Fig. 1: run 1, met1 routing
Bar = 20 um.
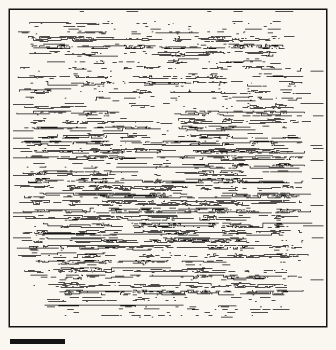
Fig. 2: run 1, met2 routing
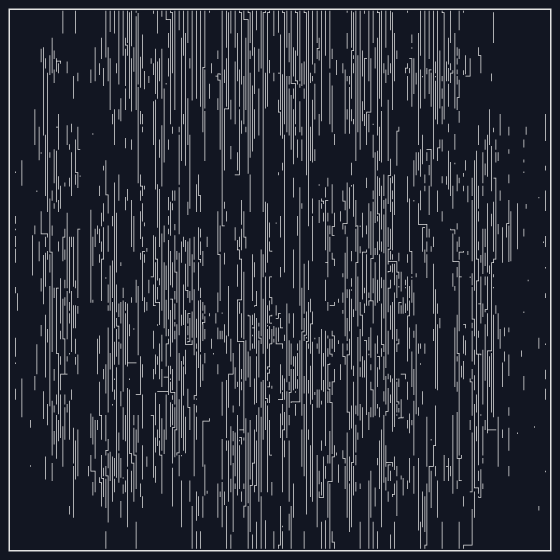
Fig. 3: run 1, signal wires on met3
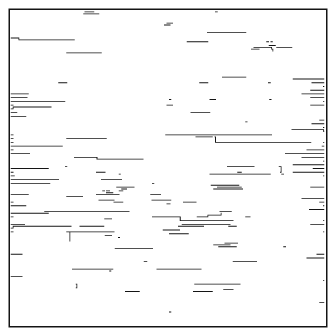
[src/rtl/fetch.sv]
// Instruction fetch stage: requests words from memory with a toggle handshake,
// presents them to decode and redirects the program counter on branches.
module fetch #(
   parameter logic [31:0] RESET_PC = 32'h0000_0000
) (
   input  logic        clk,
   input  logic        reset,
   input  logic        triggerIn,
   input  logic        branchValid,
   input  logic [31:0] branchAddr,
   input  logic [31:0] dataInMem,
   input  logic        triggerInMem,
   output logic [31:0] addrMem,
   output logic        triggerOutMem,
   output logic [31:0] dataOut,
   output logic [31:0] pcOut,
   output logic        readyOut,
   output logic        triggerOut
);

   typedef enum logic [2:0] {IDLE, REQ, WAIT, HOLD, DRAIN} stateType;

   stateType    state, stateNext;
   logic [31:0] pc, pcNext;
   logic [31:0] addrMemNext, dataOutNext, pcOutNext;
   logic        triggerOutMemNext, readyOutNext, triggerOutNext;
   logic        triggerInQ, triggerInMemQ;
   logic        consumeEdge, memEdge;
   logic [31:0] branchTarget;

   assign consumeEdge  = triggerIn != triggerInQ;
   assign memEdge      = triggerInMem != triggerInMemQ;
   assign branchTarget = branchAddr & 32'hFFFF_FFFC;

   // A branch always overrides whatever the current state would otherwise do;
   // a response that belongs to a redirected request is dropped.
   always_comb begin
      stateNext         = state;
      pcNext            = pc;
      addrMemNext       = addrMem;
      triggerOutMemNext = triggerOutMem;
      dataOutNext       = dataOut;
      pcOutNext         = pcOut;
      readyOutNext      = readyOut;
      triggerOutNext    = triggerOut;
      case (state)
         IDLE: stateNext = REQ;
         REQ: begin
            if (branchValid) begin
               pcNext       = branchTarget;
               readyOutNext = 1'b0;
            end else begin
               addrMemNext       = pc;
               triggerOutMemNext = ~triggerOutMem;
               stateNext         = WAIT;
            end
         end
         WAIT: begin
            if (branchValid) begin
               pcNext       = branchTarget;
               readyOutNext = 1'b0;
               stateNext    = memEdge ? REQ : DRAIN;
            end else if (memEdge) begin
               dataOutNext    = dataInMem;
               pcOutNext      = pc;
               readyOutNext   = 1'b1;
               triggerOutNext = ~triggerOut;
               stateNext      = HOLD;
            end
         end
         HOLD: begin
            if (branchValid) begin
               pcNext       = branchTarget;
               readyOutNext = 1'b0;
               stateNext    = REQ;
            end else if (consumeEdge) begin
               pcNext       = pc + 32'd4;
               readyOutNext = 1'b0;
               stateNext    = REQ;
            end
         end
         DRAIN: begin
            if (branchValid) begin
               pcNext       = branchTarget;
               readyOutNext = 1'b0;
            end
            if (memEdge) stateNext = REQ;
         end
         default: stateNext = IDLE;
      endcase
   end

   // Edge-detect copies load the live input levels during reset so that
   // nothing already toggled is mistaken for a new event afterwards.
   always_ff @(posedge clk) begin
      triggerInQ    <= triggerIn;
      triggerInMemQ <= triggerInMem;
      if (reset) begin
         state         <= IDLE;
         pc            <= RESET_PC & 32'hFFFF_FFFC;
         addrMem       <= 32'd0;
         triggerOutMem <= 1'b0;
         dataOut       <= 32'd0;
         pcOut         <= 32'd0;
         readyOut      <= 1'b0;
         triggerOut    <= 1'b0;
      end else begin
         state         <= stateNext;
         pc            <= pcNext;
         addrMem       <= addrMemNext;
         triggerOutMem <= triggerOutMemNext;
         dataOut       <= dataOutNext;
         pcOut         <= pcOutNext;
         readyOut      <= readyOutNext;
         triggerOut    <= triggerOutNext;
      end
   end

endmodule

[config.mk]
export PLATFORM = sky130hd
export DESIGN_NAME = fetch
export DESIGN_NICKNAME = d
export VERILOG_FILES = /design/src/rtl/fetch.sv
export SDC_FILE = /design/constraint.sdc
export NUM_CORES = 1
export LEC_CHECK = 0
export CORE_MARGIN = 2
export CORE_UTILIZATION = 45
export DETAILED_ROUTE_END_ITERATION = 16
export HOLD_SLACK_MARGIN = 0.15
export PLACE_DENSITY_LB_ADDON = 0.12
export SLEW_MARGIN = 5
export SYNTH_ARGS = -nofsm -noshare
export SYNTH_HDL_FRONTEND = slang
export SYNTH_SLANG_ARGS = --single-unit
[constraint.sdc]
create_clock -name clk -period 3.1 [get_ports clk]
set_input_delay 0.62 -clock clk [delete_from_list [all_inputs] [get_ports clk]]
set_output_delay 0.62 -clock clk [all_outputs]
set_load 0.05 [all_outputs]
==> results.cfg, run 1 <==
; physical design summary
[outcome]
status = complete, no violations

[flow_run]
cap_violations = 0

[final_layout]
dominant_cells = combinational gates
finalNonFillerCells = 1039
final-clk-cell-share_pct = 6.71
layout.non_clock_inverters = 12
nClkBuffers = 27
nonClkBufAreaFrac_pct = 22.5

[placed_design]
portBuffers = 161
dp_slack_ns = 0.364
dp.cells = 1007

[routing]
drtIter0Drc = 421
drc_errors = 0

[worst_setup_path]
crit_chain = ha_1 -> nand4_2 -> or4_1 -> or3_1 -> o31a_1 -> o32ai_1
crit_family = simple AND/OR/NAND/NOR gates
crit_buf_inv = 0

[synthesis]
flop_cell = dfxtp_1
edf_count = 0
ys_seq_share_pct = 46.7
ys_area_um2 = 5570
ys_sh_aoi_pct = 20.6
yosysCellCount = 719
synth_adder_area_share_pct = 0.225
yosysWarnings = 0
synth_area_per_cell_um2 = 7.75
synth_area_um2 = 5570
synthTopLogicFamily = simple AND/OR/NAND/NOR gates

[timing]
final_hold_viol_count = 0
setup_tns_ns = 0
maxSlewHeadroom_pct = 54.9
fin_crit_ns = 2.49
tightestPinTransition_ns = 0.670
rsz0062_at_grt = false

[clock_network]
root_buffer = clkbuf_16
cts_buffers = 17
clockBufferDepth = 2
cts_tree = yes

[die]
rows = 40
chip_area_um2 = 13300
tapCellCount = 168

[global_routing]
groute.usage.overall_pct = 25.0
grt-ovfl-total = 0
Notes on Fig. 1 above:
The layer carries 6860 um of wire. The wires run mostly horizontal. The longest straight run is 50.6 um. 842 nets have wire on it.
via total after detailed routing: 5700
final wirelength: 16.4 mm
GRT met1 Usage: 30.7%

Notes on Fig. 2 above:
The wires run mostly vertical. The longest straight run is 45.8 um. 782 nets have wire on it.
grt met2 use: 41.0%

Notes on Fig. 3 above:
The layer holds 5.9% of the routed length. The layer carries 972 um of wire. The longest straight run is 38.6 um.
M3 GR Usage: 5.96%

-- run 1: registers in the layout, summed over array words and instances (netlist names) --
register / count
triggerInMemQ: 1
readyOut: 1
addrMem: 30
triggerInQ: 1
triggerOutMem: 1
triggerOut: 1
state: 3
pc: 30
pcOut: 30
dataOut: 32
-- run 1: cells in the final DEF (no fill, tap or decap), types with 9 or more instances in the layout --
cell type        instances
inv_1                   12
dfxtp_1                130
buf_4                   19
nand4_1                  9
o21ai_0                 26
nand3_1                  9
nand2_1                209
nor3_1                  11
a21oi_1                126
clkbuf_16               17
nor2_1                  15
clkdlybuf4s50_1        160
-- run 1: tightest hold or removal path: cells and delay by family (launching register included) --
kind / cells / cell delay [ns]
flops: 1 / 0.30
simple gates: 1 / 0.05
compound gates: 1 / 0.05
-- run 1: metal layers --
layer	up-vias	track usage, %	part of all wire [%]
li1	2753	-	-
met1	2697	30.7	42
met2	210	41.0	49
met4	0	12.8	3.0
met5	-	0	0
met3	40	5.96	5.9
-- run 1: where the power goes --
| part | switching [uW] | internal [uW] | total [uW] |
|---|---|---|---|
| sequential | 68.8 | 1720 | 1790 |
| clock | 701 | 1080 | 1780 |
| combinational | 259 | 190 | 449 |
| total | 1030 | 2990 | 4020 |
-- run 1: final timing paths --
path	to	slack (ns)	from	cells after the start
setup / recovery	pc[30]$_SDFFE_PP0P_	0.61	pc[2]$_SDFFE_PP0P_	6
hold reg to reg	pcOut[10]$_SDFFE_PP0P_	0.45	pcOut[10]$_SDFFE_PP0P_	2
setup reg to reg	pc[30]$_SDFFE_PP0P_	0.61	pc[2]$_SDFFE_PP0P_	6
hold / removal	pcOut[10]$_SDFFE_PP0P_	0.45	pcOut[10]$_SDFFE_PP0P_	2
==> run 2, diff against run 1 <==
--- a/config.mk
+++ b/config.mk
@@ -6,7 +6,7 @@
 export NUM_CORES = 1
 export LEC_CHECK = 0
 export CORE_MARGIN = 2
-export CORE_UTILIZATION = 45
+export CORE_UTILIZATION = 43
 export DETAILED_ROUTE_END_ITERATION = 16
 export HOLD_SLACK_MARGIN = 0.15
 export PLACE_DENSITY_LB_ADDON = 0.12
==> constraint.sdc (replaced) <==
create_clock -name clk -period 2.1 [get_ports clk]
set_input_delay 0.42 -clock clk [delete_from_list [all_inputs] [get_ports clk]]
set_output_delay 0.42 -clock clk [all_outputs]
set_load 0.05 [all_outputs]
Fig. 4: run 2, track usage over the die
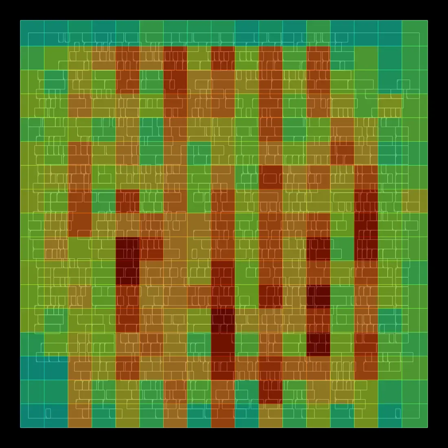
WL/cell: 15.5 um
GRT met1 Usage: 28.9%
M3 GR Usage: 5.91%

==> results.cfg, run 2 <==
; physical design summary
[die]
rows = 41
tapCellCount = 172

[final_layout]
layout_top_cell = nand2_1
final-clk-cell-share_pct = 7.41
top_register = dataOut
dominant_cells = combinational gates
most-common-layout-cells = 209 x nand2_1, 159 x clkdlybuf4s50_1, 128 x dfxtp_1
nClkBuffers = 22
finalNonFillerCells = 1095

[synthesis]
flop_cell = dfxtp_1
yosysCellCount = 719

[flow_run]
cap_violations = 0

[hold_path]
hold_depth = 2
hold_end = pcOut[6]$_SDFFE_PP0P_

[pwr]
pwr-share-clk_pct = 47.4
power_switching_share_pct = 24.0
internal_power_uw = 4960
power_frac_comb_pct = 12.6
pwr-share-seq_pct = 40.0

[worst_setup_path]
cp-startpoint = pcOut[30]$_SDFFE_PP0P_
crit_buf_inv = 1
crit_cells = 1
crit_chain = clkdlybuf4s50_1
crit_family = buffers and inverters

[timing]
maxSlewHeadroom_pct = 64.0
fin_crit_ns = 2.01
tightestPinTransition_ns = 0.538
rsz0062_at_grt = false

[placed_design]
dp.cells = 1061

[routing]
drc_errors = 0

[outcome]
status = complete, no violations
## run 2: cell types whose count changed in the layout (fill, tap and decap cells not counted), moves of 2 or more
cell / previous run / this run
or4_4: 0 / 2
dfxtp_1: 130 / 128
bufinv_16: 0 / 4
clkbuf_1: 7 / 3
dfxtp_2: 0 / 2
buf_12: 0 / 7
buf_4: 19 / 65
## run 2: power groups by stage
stage	clock [uW]	combinational [uW]	sequential, uW
CTS	3140	814	2610
detailed placement	0	807	2660
floorplan	0	360	2730
global placement	0	792	2650
global route	3240	880	2620
finish	3090	819	2610
## run 2: worst max-delay path by stage
stage / endpoint
2_1_floorplan: pc[30]$_SDFFE_PP0P_
3_3_place_gp: pc[31]$_SDFFE_PP0P_
3_5_place_dp: pc[31]$_SDFFE_PP0P_
4_1_cts: pc[18]$_SDFFE_PP0P_
5_1_grt: pc[31]$_SDFFE_PP0P_
6_report: pcOut[30]
## run 2: metal layers
metal / track usage, % / part of all wire [%] / up-vias
met2: 41.1 / 49 / 185
met3: 5.91 / 6.1 / 31
met1: 28.9 / 43 / 2761
met4: 10.4 / 2.3 / 0
li1: - / - / 2854
met5: 0 / 0 / -
## run 2: logic make-up (layout without fill, tap and decap cells)
family / count (synthesis) / count (layout) / share of synthesized area, %
adders and majority gates: 1 / 1 / 0.224
DFF: 130 / 130 / 46.7
AOI/OAI and AO/OA: 200 / 200 / 20.6
muxes: 3 / 3 / 0.561
other: 1 / 4 / 0.0673
buffers and inverters: 74 / 275 / 6.49
xor gates and xnor gates: 5 / 5 / 0.786
and+or+nand+nor: 305 / 305 / 24.6
## run 2: what timing repair did
item                                    in CTS  in global routing
endpoints found under the setup margin       3                  4
resized                                      4                  3
setup buffers                                0                  2
gates cloned                                 0                  0
hold buffers                                 0                  0
pin swaps                                    1                  1
==> run 3, diff against run 2 <==
--- a/config.mk
+++ b/config.mk
@@ -5,6 +5,7 @@
 export SDC_FILE = /design/constraint.sdc
 export NUM_CORES = 1
 export LEC_CHECK = 0
+export CAP_MARGIN = 25
 export CORE_MARGIN = 2
 export CORE_UTILIZATION = 43
 export DETAILED_ROUTE_END_ITERATION = 16
Fig. 5: run 3, signal wires on met3
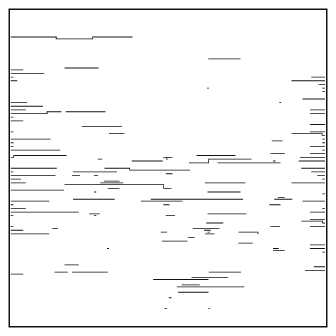
final wirelength: 17.0 mm
via total after detailed routing: 5831

==> results.cfg, run 3 <==
; physical design summary
[outcome]
status = complete, no violations

[final_layout]
layout_top_cell = nand2_1
largest_reg_flops = 32

[clock_network]
clockBufferDepth = 2
cts_tree = yes
cts_buffers = 17
root_buffer = clkbuf_16
hold_buffers = 0

[synthesis]
mux_share_pct = 0.561
simple_gate_share_pct = 24.6
synth_area_per_cell_um2 = 7.75
xor_share_pct = 0.786
synth_adder_area_share_pct = 0.225
synth_area_um2 = 5570
edf_count = 0
synthTopLogicFamily = simple AND/OR/NAND/NOR gates
ys_area_um2 = 5570

[pwr]
comb-power_uw = 819
pg_clk_uw = 3090
internal_power_uw = 4960
p_seq_uw = 2610
power_switching_uw = 1570
power_frac_comb_pct = 12.6
pwr-share-clk_pct = 47.4

[worst_setup_path]
crit_buf_inv = 1
crit_chain = clkdlybuf4s50_1
r2r-start = pc[4]$_SDFFE_PP0P_
crit_family = buffers and inverters

[flow_run]
cap_violations = 0

[routing]
drtIter0Drc = 389
drc_errors = 0

[timing]
tightestPinTransition_ns = 0.538

[placed_design]
portBuffers = 161

[global_routing]
groute.usage.overall_pct = 24.1
-- run 3: cell counts in the layout (fill, tap and decap cells not counted) --
No cell type changed its count.
-- run 3: kinds of logic (layout without fill, tap and decap cells) --
| kind of cell | after synthesis | in the layout |
|---|---|---|
| AOI/OAI and AO/OA | 200 | 200 |
| xor gates and xnor gates | 5 | 5 |
| adders and majority gates | 1 | 1 |
| buffers and inverters | 74 | 275 |
| DFF | 130 | 130 |
| muxes | 3 | 3 |
| other | 1 | 4 |
| and+or+nand+nor | 305 | 305 |
-- run 3: path summary, 6_finish.rpt --
kind,to,slack (ns),depth (start not counted)
hold / removal,pcOut[6]$_SDFFE_PP0P_,0.45,2
setup reg to reg,pc[31]$_SDFFE_PP0P_,0.10,6
hold reg to reg,pcOut[6]$_SDFFE_PP0P_,0.45,2
setup / recovery,pcOut[30],0.09,1
-- run 3: layout make-up --
type                       instances  area [um^2]
inverter                          12         45.0
clock inverter                    10          156
timing repair buffer             231         2220
fill                            1080         4250
sequential                       130         2610
multi-input combinational        518         2670
clock buffer                      22          464
tap                              172          215
-- run 3: layer usage --
layer | share of wire (%) | vias to the layer above | global-route usage (%) | wire (um)
met5 | 0 | - | 0 | 0
met2 | 49 | 185 | 41.1 | 8330
met1 | 43 | 2761 | 28.9 | 7230
li1 | - | 2854 | - | -
met4 | 2.3 | 0 | 10.4 | 395
met3 | 6.1 | 31 | 5.91 | 1040
-- run 3: repair_timing --
item | CTS | global route
cloned | 0 | 0
gates resized | 4 | 3
pin swaps | 1 | 1
endpoints found under the setup margin | 3 | 4
setup buffers | 0 | 2
-- run 3: through the flow --
step                      TNS [ns]  cells
after floorplan                  0    722
after global placement       -7.16   1061
after detailed placement     -8.11   1061
after CTS                  -0.0205   1093
after global routing             0   1095
final                            0   1095
Power and IR drop assume default switching activity.
